--- src/rtl/compar_pkg.sv ---
// Shared types for the compar_* family: FSM states, the one-hot result and the counter sizing.
package compar_pkg;

   typedef enum logic [1:0] {IDLE, SHIFT, HOLD} state_t;

   typedef struct packed {
      logic gt;
      logic eq;
      logic lt;
   } cmp_res_t;

   function automatic int cnt_w(input int width);
      return (width <= 1) ? 1 : $clog2(width);
   endfunction

endpackage

--- src/rtl/compar_serial_if.sv ---
// Operand beats in, one-hot result out with valid/ready; master is the driver side.
interface compar_serial_if;
   logic start;
   logic bit_valid;
   logic a_bit;
   logic b_bit;
   logic res_ready;
   logic busy;
   logic res_valid;
   logic A_gt_B;
   logic A_eq_B;
   logic A_lt_B;
   logic protocol_err;

   modport master (
      output start, bit_valid, a_bit, b_bit, res_ready,
      input  busy, res_valid, A_gt_B, A_eq_B, A_lt_B, protocol_err
   );

   modport slave (
      input  start, bit_valid, a_bit, b_bit, res_ready,
      output busy, res_valid, A_gt_B, A_eq_B, A_lt_B, protocol_err
   );
endinterface

--- src/rtl/compar_serial_cell.sv ---
// MSB-first decision latch: the first differing bit pair fixes gt/lt, later bits are ignored.
module compar_serial_cell (
   input  logic clk,
   input  logic rst_n,
   input  logic clr,
   input  logic beat,
   input  logic a_bit,
   input  logic b_bit,
   output logic decided,
   output logic gt,
   output logic lt
);

   logic dec_q, gt_q, lt_q;

   // Outputs already include this cycle's beat so the final bit can be folded into the result.
   always_comb begin
      decided = dec_q;
      gt      = gt_q;
      lt      = lt_q;
      if (clr) begin
         decided = 1'b0;
         gt      = 1'b0;
         lt      = 1'b0;
      end else if (beat && !dec_q && (a_bit != b_bit)) begin
         decided = 1'b1;
         gt      = a_bit;
         lt      = b_bit;
      end
   end

   always_ff @(posedge clk or negedge rst_n) begin
      if (!rst_n) begin
         dec_q <= 1'b0;
         gt_q  <= 1'b0;
         lt_q  <= 1'b0;
      end else begin
         dec_q <= decided;
         gt_q  <= gt;
         lt_q  <= lt;
      end
   end

endmodule

--- src/rtl/compar_serial.sv ---
// Bit-serial unsigned magnitude comparator with registered one-hot result and valid/ready handshake.
module compar_serial
   import compar_pkg::*;
#(
   parameter int WIDTH = 8
) (
   input  logic         clk,
   input  logic         rst_n,
   compar_serial_if.slave bus
);

   localparam int CNT_W = cnt_w(WIDTH);
   localparam logic [CNT_W-1:0] LAST = CNT_W'(WIDTH - 1);

   state_t           state, state_nxt;
   logic [CNT_W-1:0] cnt, cnt_nxt;
   cmp_res_t         res, res_nxt;
   logic             perr_nxt, perr;
   logic             busy_q, rv_q;
   logic             clr, beat;
   logic             dec_nxt, gt_nxt, lt_nxt;

   compar_serial_cell u_cell (
      .clk     (clk),
      .rst_n   (rst_n),
      .clr     (clr),
      .beat    (beat),
      .a_bit   (bus.a_bit),
      .b_bit   (bus.b_bit),
      .decided (dec_nxt),
      .gt      (gt_nxt),
      .lt      (lt_nxt)
   );

   always_comb begin
      state_nxt = state;
      cnt_nxt   = cnt;
      res_nxt   = res;
      perr_nxt  = 1'b0;
      clr       = 1'b0;
      beat      = 1'b0;
      case (state)
         IDLE: begin
            if (bus.start) begin
               state_nxt = SHIFT;
               cnt_nxt   = '0;
               clr       = 1'b1;
            end
         end
         SHIFT: begin
            // A restart drops any bit presented on the same cycle.
            if (bus.start) begin
               cnt_nxt  = '0;
               clr      = 1'b1;
               perr_nxt = 1'b1;
            end else if (bus.bit_valid) begin
               beat = 1'b1;
               if (cnt == LAST) begin
                  state_nxt = HOLD;
                  cnt_nxt   = '0;
                  res_nxt   = '{gt: gt_nxt, eq: ~dec_nxt, lt: lt_nxt};
               end else begin
                  cnt_nxt = cnt + CNT_W'(1);
               end
            end
         end
         HOLD: begin
            if (bus.res_ready) begin
               res_nxt = '0;
               if (bus.start) begin
                  state_nxt = SHIFT;
                  cnt_nxt   = '0;
                  clr       = 1'b1;
               end else begin
                  state_nxt = IDLE;
               end
            end else if (bus.start) begin
               perr_nxt = 1'b1;
            end
         end
         default: begin
            state_nxt = IDLE;
            cnt_nxt   = '0;
            res_nxt   = '0;
         end
      endcase
   end

   always_ff @(posedge clk or negedge rst_n) begin
      if (!rst_n) begin
         state  <= IDLE;
         cnt    <= '0;
         res    <= '0;
         perr   <= 1'b0;
         busy_q <= 1'b0;
         rv_q   <= 1'b0;
      end else begin
         state  <= state_nxt;
         cnt    <= cnt_nxt;
         res    <= res_nxt;
         perr   <= perr_nxt;
         busy_q <= (state_nxt == SHIFT);
         rv_q   <= (state_nxt == HOLD);
      end
   end

   assign bus.busy         = busy_q;
   assign bus.res_valid    = rv_q;
   assign bus.A_gt_B       = res.gt;
   assign bus.A_eq_B       = res.eq;
   assign bus.A_lt_B       = res.lt;
   assign bus.protocol_err = perr;

endmodule

--- src/flat_wrapper.sv ---
// flat-port wrapper written by rule: the top's interface ports become plain ports
module compar_serial_flat import compar_pkg::*;
#(
   parameter int WIDTH = 8
)
  (clk, rst_n, bus_start, bus_bit_valid, bus_a_bit, bus_b_bit, bus_res_ready, bus_busy, bus_res_valid, bus_A_gt_B, bus_A_eq_B, bus_A_lt_B, bus_protocol_err);
  compar_serial_if bus_i ();
  input  logic clk;
  input  logic rst_n;
  input wire logic [$bits(bus_i.start)-1:0] bus_start;
  input wire logic [$bits(bus_i.bit_valid)-1:0] bus_bit_valid;
  input wire logic [$bits(bus_i.a_bit)-1:0] bus_a_bit;
  input wire logic [$bits(bus_i.b_bit)-1:0] bus_b_bit;
  input wire logic [$bits(bus_i.res_ready)-1:0] bus_res_ready;
  output wire logic [$bits(bus_i.busy)-1:0] bus_busy;
  output wire logic [$bits(bus_i.res_valid)-1:0] bus_res_valid;
  output wire logic [$bits(bus_i.A_gt_B)-1:0] bus_A_gt_B;
  output wire logic [$bits(bus_i.A_eq_B)-1:0] bus_A_eq_B;
  output wire logic [$bits(bus_i.A_lt_B)-1:0] bus_A_lt_B;
  output wire logic [$bits(bus_i.protocol_err)-1:0] bus_protocol_err;
  assign bus_i.start = bus_start;
  assign bus_i.bit_valid = bus_bit_valid;
  assign bus_i.a_bit = bus_a_bit;
  assign bus_i.b_bit = bus_b_bit;
  assign bus_i.res_ready = bus_res_ready;
  assign bus_busy = bus_i.busy;
  assign bus_res_valid = bus_i.res_valid;
  assign bus_A_gt_B = bus_i.A_gt_B;
  assign bus_A_eq_B = bus_i.A_eq_B;
  assign bus_A_lt_B = bus_i.A_lt_B;
  assign bus_protocol_err = bus_i.protocol_err;
  compar_serial #(.WIDTH(WIDTH)) u_core (.clk(clk), .rst_n(rst_n), .bus(bus_i));
endmodule
--- config.mk ---
export PLATFORM = sky130hd
export DESIGN_NAME = compar_serial_flat
export DESIGN_NICKNAME = d
export VERILOG_FILES = /design/src/rtl/compar_pkg.sv /design/src/rtl/compar_serial_if.sv /design/src/rtl/compar_serial_cell.sv /design/src/rtl/compar_serial.sv /design/src/flat_wrapper.sv
export SDC_FILE = /design/constraint.sdc
export NUM_CORES = 1
export LEC_CHECK = 0
export CORE_MARGIN = 5
export CORE_UTILIZATION = 49
export DETAILED_ROUTE_END_ITERATION = 12
export PLACE_DENSITY = 0.74
export SYNTH_ARGS = -nofsm -noshare
export SYNTH_HDL_FRONTEND = slang
export SYNTH_SLANG_ARGS = --single-unit
--- constraint.sdc ---
create_clock -name clk -period 2 [get_ports clk]
set_input_delay 0.3 -clock clk [delete_from_list [all_inputs] [get_ports clk]]
set_output_delay 0.3 -clock clk [all_outputs]
set_load 0.005 [all_outputs]
run_1/io_fan.png
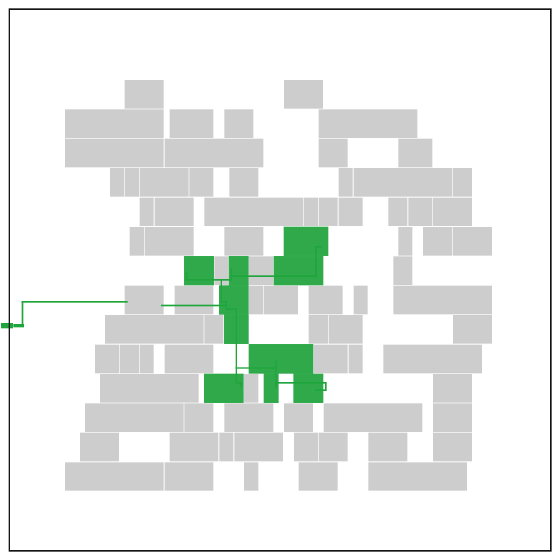
legend:
  `bus_start`:
    color: green
    bits: 1
    direction: input
    edge: left
    end_cells: 10
    buffers: 1
    wire: 59.7 um
port bufs: 12
number of top-level pins: 13

run_1/logic_types.png
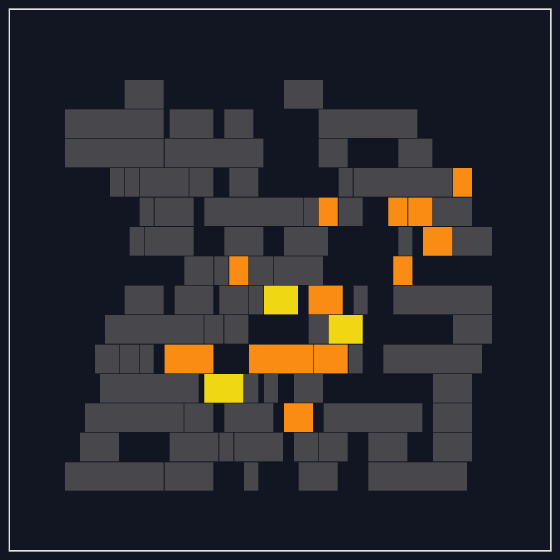
legend:
  inverting AOI/OAI gates:
    color: orange
    cells: 12
  AND-OR and OR-AND gates:
    color: yellow
    cells: 3
post-route insts no fill: 103
Commonest Layout Cell: dfrtp_1

run_1/clocks.png
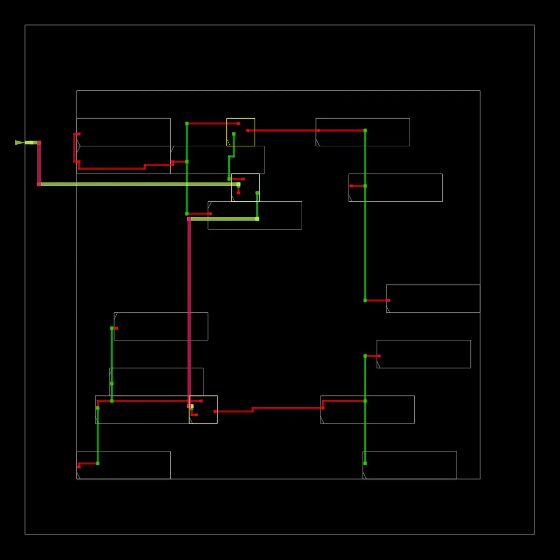
CTS buffer count: 3
Layout clock buffers: 3
P_clk: 0.000155 W
seq_cells: 14
Clock Sinks: 14

==> run 1: how the worst max path moves through the flow <==
stage               slack (ns)              endpoint       startpoint  cells after the start
floorplan                 0.40         u_core.cnt[0]  u_core.state[0]                      6
finish                    0.25     u_core.bus.A_eq_B  u_core.state[1]                      6
global route              0.09     u_core.bus.A_eq_B  u_core.state[1]                      6
CTS                       0.24         u_core.cnt[0]  u_core.state[0]                      6
detailed placement        0.14  u_core.bus.res_valid        bus_start                      5
global placement          0.14  u_core.bus.res_valid        bus_start                      5
==> impl_metrics.tcl, run 1 <==
# flow metrics
set metrics [dict create \
    status "completed" \
    placedCellCount 100 \
    cts_tree "done" \
    regMostFlops "u_core.cnt" \
    synth_area_um2 782.0 \
    slew_headroom_pct 58.47 \
    maxCapViolations 0 \
    ys_sh_adder_pct 9.600 \
    critPathLaunchType "flop" \
    buffers_excl_clock 14 \
    most-common-layout-cells "14 x dfrtp_1, 12 x clkdlybuf4s50_1, 6 x nor2_1, 6 x nand2_1, 6 x ha_1" \
    p_comb_share_pct 38.8 \
    clkLatencyLatePin_ns 0.27 \
    cpPeakStageDelay_ns 0.41 \
    syn_avg_cell_area_um2 10.71 \
    rr_startpoint "u_core.state[1]" \
    grt.busiest_layer "met2" \
    stdcell_area_um2 932.1 \
    core-area_um2 1506 \
    grt_pass1_vias 585 \
    gr-usage-met3_pct 5.120 \
    drive_gt1_share_pct 10.34 \
    logic_area_um2 389.1 \
    critical_path_class "reg2reg" \
    ir_worst_vdd_mv 0.6235 \
    postPlaceCellArea_um2 909.6 \
    r2r_cells 6 \
    dr.max_layer_used "met4" \
    yosys-stat-cells 73 \
    drc 0 \
    ys_seq_share_pct 44.80 \
    whs_ns 0.4080 \
    power.total_w 0.0008353 \
    reg_top3 "u_core.cnt (3), u_core.state (2)" \
    grt_util_met2_pct 20.34 \
    clockBufferDepth 2 \
    num_vias 575 \
    comb_area_share_pct 41.74 \
    power_leader "registers" \
    clk_pin_slew_ns 0.08 \
    wl_met2_um 643 \
    clock_power_share_pct 18.5 \
    worstPathCellList "inv_1 -> ha_1 -> a211oi_1 -> nor3b_1 -> nor2_1 -> o41ai_1" \
    cts_setup_buffers 0 \
    finalSetupViolations 0 \
    htree_levels 1 \
    netlist-cell-type-count 31 \
    xor_area_share_pct 1.120 \
]
--- run 2 (diff from run 1) ---
--- a/config.mk
+++ b/config.mk
@@ -5,10 +5,11 @@
 export SDC_FILE = /design/constraint.sdc
 export NUM_CORES = 1
 export LEC_CHECK = 0
+export ABC_AREA = 1
 export CORE_MARGIN = 5
 export CORE_UTILIZATION = 49
 export DETAILED_ROUTE_END_ITERATION = 12
-export PLACE_DENSITY = 0.74
+export PLACE_DENSITY = 0.75
 export SYNTH_ARGS = -nofsm -noshare
 export SYNTH_HDL_FRONTEND = slang
 export SYNTH_SLANG_ARGS = --single-unit
run_2/io_fan.png
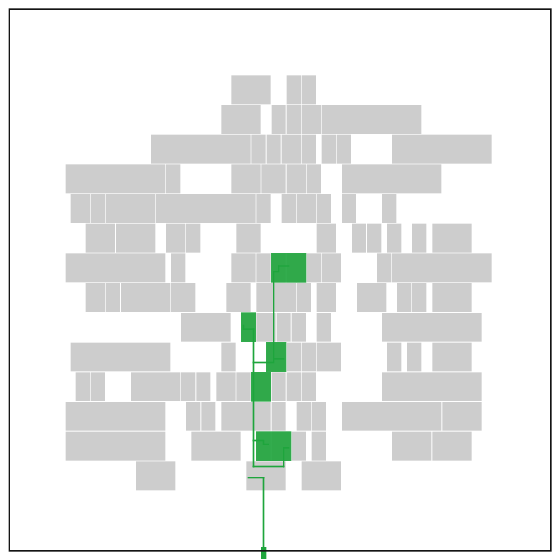
legend:
  `bus_start`:
    color: green
    bits: 1
    direction: input
    edge: bottom
    end_cells: 7
    buffers: 1
    wire: 41.1 um

run_2/logic_types.png
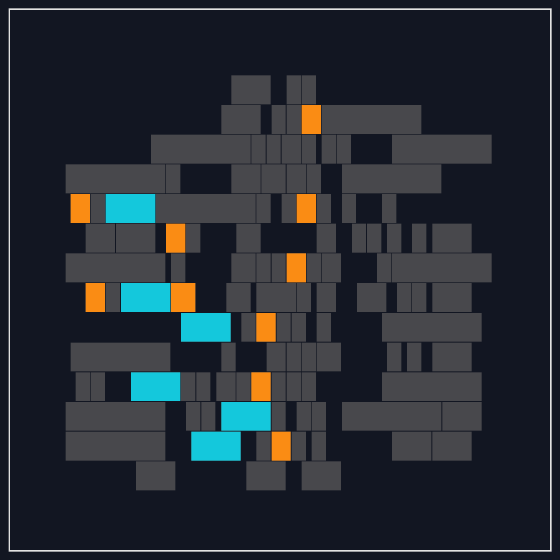
Commonest Layout Cell: nand2_1
post-route insts no fill: 130
logic share of the area: 38.92%

==> run 2 against run 1 <==
Combinational power up 2%. Clock-buffer cell count did not move. Utilization increased by 0.31 points. Via count is 10% higher. Synthesized cell count is 36% higher. Area after synthesis fell by 2.4%. Worst hold slack worse by 0.0041 ns. Clock power shrank 5%. Sequential power is essentially flat. Wire length down 11%.
==> impl_metrics.tcl, run 2 <==
# flow metrics
set metrics [dict create \
    status "completed" \
    gr-usage-met3_pct 5.723 \
    yosysTopAreaCell "dfrtp_1" \
    cp-endpoint "u_core.bus.res_valid" \
    placedCellCount 127 \
    ir_worst_vdd_mv 0.5844 \
    netlist-cell-type-count 16 \
    cts_tree "done" \
    postPlaceCellArea_um2 903.4 \
    clkLatencyLatePin_ns 0.27 \
    grt_pass1_vias 536 \
    finalSetupViolations 0 \
    htree_levels 1 \
    synth_area_um2 763.2 \
    numPortBuffers 12 \
    grt.busiest_layer "met1" \
    most-common-layout-cells "34 x nand2_1, 14 x dfrtp_1, 13 x inv_1" \
    drive_gt1_share_pct 8.772 \
    power.total_w 0.0008341 \
    regMostFlops "u_core.cnt" \
    clk_pin_slew_ns 0.07 \
    critPathLaunchType "flop" \
    ys_seq_share_pct 45.90 \
    rr_startpoint "u_core.state[1]" \
    num_vias 633 \
    ioPinCount 13 \
    reg_top3 "u_core.cnt (3), u_core.state (2)" \
    r2r_slack_ns 0.51 \
    cpPeakStageDelay_ns 0.41 \
    core-area_um2 1489 \
    maxCapViolations 0 \
    wl_met2_um 593 \
    grt_util_met2_pct 15.88 \
    wl_mm 1.302 \
    crit_start "u_core.state[1]" \
    numClockSinks 14 \
    p_leak_nw 0.5061 \
    dr.max_layer_used "met3" \
    worstPathCellList "inv_1 -> ha_1 -> inv_1 -> nor2_1 -> a31oi_1 -> nor3_1" \
    numCtsBuffers 3 \
    clockBufferDepth 2 \
    slew_headroom_pct 59.32 \
    r2r_cells 6 \
    yosys-stat-cells 99 \
    critical_path_class "reg2reg" \
]
## run 2: area by class of cell
class | count | area (um2) | area share (%)
clock buffer | 3 | 22.52 | 2.432
inverter | 14 | 52.55 | 5.676
multi-input combinational | 71 | 360.3 | 38.92
sequential | 14 | 350.3 | 37.84
tap | 16 | 20.02 | 2.162
timing repair buffer | 12 | 120.1 | 12.97
## run 2: power breakdown
part | total [W] | switching, W | leakage (nW) | internal, W
clock | 0.000148 | 0.0000784 | 0.0138 | 0.0000698
sequential | 0.000357 | 0.0000246 | 0.190 | 0.000332
combinational | 0.000329 | 0.000200 | 0.303 | 0.000130
## run 2: worst reg2reg max path, stage by stage (launching register included)
cell and delay, ns:
dfrtp_1 0.41, inv_1 0.09, ha_1 0.24, inv_1 0.08, nor2_1 0.19, a31oi_1 0.14, nor3_1 0.25
--- run 3 (diff from run 2) ---
==> constraint.sdc (replaced) <==
create_clock -name clk -period 1.5 [get_ports clk]
set_input_delay 0.225 -clock clk [delete_from_list [all_inputs] [get_ports clk]]
set_output_delay 0.225 -clock clk [all_outputs]
set_load 0.005 [all_outputs]
run_3/clocks.png
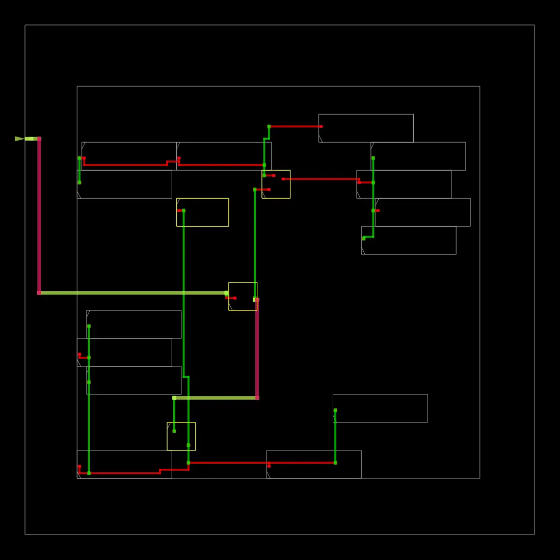
clk latency late pin: 0.28 ns
P_clk: 0.000273 W
Layout clock buffers: 4

run_3/io_fan.png
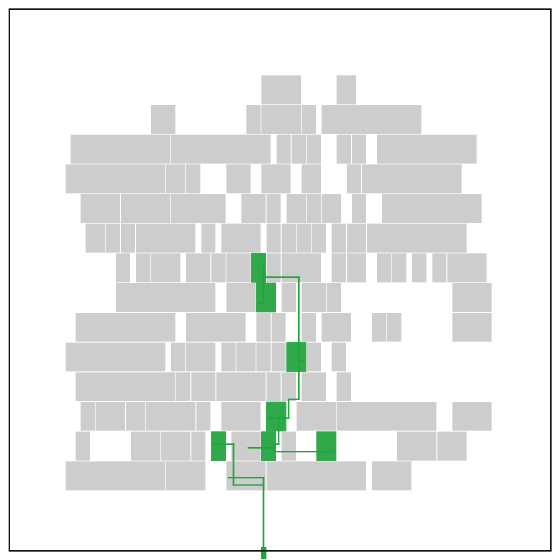
legend:
  `bus_start`:
    color: green
    bits: 1
    direction: input
    edge: bottom
    end_cells: 7
    buffers: 2
    wire: 52.9 um

==> run 3 against run 2 <==
Critical path depth up 3. Global-route usage up 1.2 points. Critical endpoint is now u_core.bus.busy. Sequential cell count unchanged. Critical path type unchanged. Largest power group is now combinational logic. Highest routed layer is now met4.
==> impl_metrics.tcl, run 3 <==
# flow metrics
set metrics [dict create \
    r2r_slack_ns 0.08 \
    postPlaceCellArea_um2 933.4 \
    wl_mm 1.510 \
    netlist-cell-type-count 16 \
    ir_worst_vdd_mv 0.9677 \
    reg_top3 "u_core.cnt (3), u_core.state (2)" \
    p_leak_nw 0.5444 \
    numCtsBuffers 3 \
    r2r_cells 9 \
    critPathLaunchType "flop" \
    placedCellCount 131 \
    crit_start "u_core.state[0]" \
    critical_path_class "reg2reg" \
    power.total_w 0.001306 \
    core-area_um2 1489 \
    htree_levels 1 \
    lay_top_count "nand2_1" \
    cts_tree "done" \
    grt.busiest_layer "met2" \
    dr.max_layer_used "met4" \
    regMostFlops "u_core.cnt" \
    status "completed" \
    ys_seq_share_pct 45.90 \
    fin_cells 138 \
    yosys-stat-cells 99 \
    finalSetupViolations 0 \
    wl_met2_um 762 \
    grt_pass1_vias 610 \
    worstPathCellList "inv_1 -> ha_2 -> inv_1 -> nor2_1 -> nor2_1 -> o21ai_0 -> nand2_1 -> nor2_2 -> nor2_1" \
    numPortBuffers 12 \
    slew_headroom_pct 78.99 \
    syn_avg_cell_area_um2 7.709 \
    whs_ns 0.2336 \
]
[run 3: cell type report]
| class | count | area, um2 |
|---|---|---|
| multi-input combinational | 71 | 392.9 |
| sequential | 14 | 350.3 |
| fill | 119 | 464.2 |
| clock buffer | 4 | 36.28 |
| timing repair buffer | 19 | 172.7 |
| tap | 16 | 20.02 |
| inverter | 14 | 52.55 |
[run 3: cell families (layout without fill, tap and decap cells)]
logic type	count (synthesis)	in the layout	synth area share, %
buffers and inverters	14	37	6.885
AOI/OAI and AO/OA	10	10	6.720
adders and majority gates	6	6	9.836
and+or+nand+nor	55	55	30.66
DFF	14	14	45.90
[run 3: where the power goes]
part,switching [W],internal [W]
sequential,0.0000311,0.000442
combinational,0.000309,0.000250
clock,0.000126,0.000148
total,0.000465,0.000840

==> notes/layouts.md <==
Pictures saved along the way, in no particular order.

Routed metal, one color a layer.
picture 1
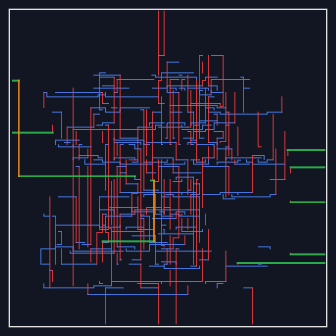
picture 2
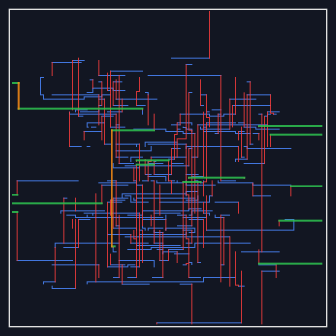
picture 3
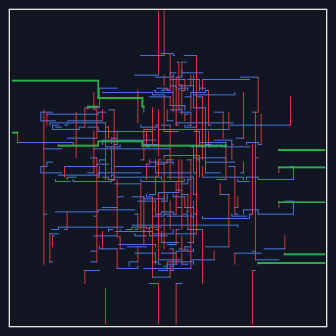
- picture 2 = run 1
- picture 1 = run 3
- picture 3 = run 2

Key to picture 3:
legend:
  metal 3:
    color: green
    wire_length: 92.2 um
  metal 1:
    color: blue
    wire_length: 616 um
  metal 2:
    color: red
    wire_length: 594 um

Power is estimated from default activity; no workload was simulated.
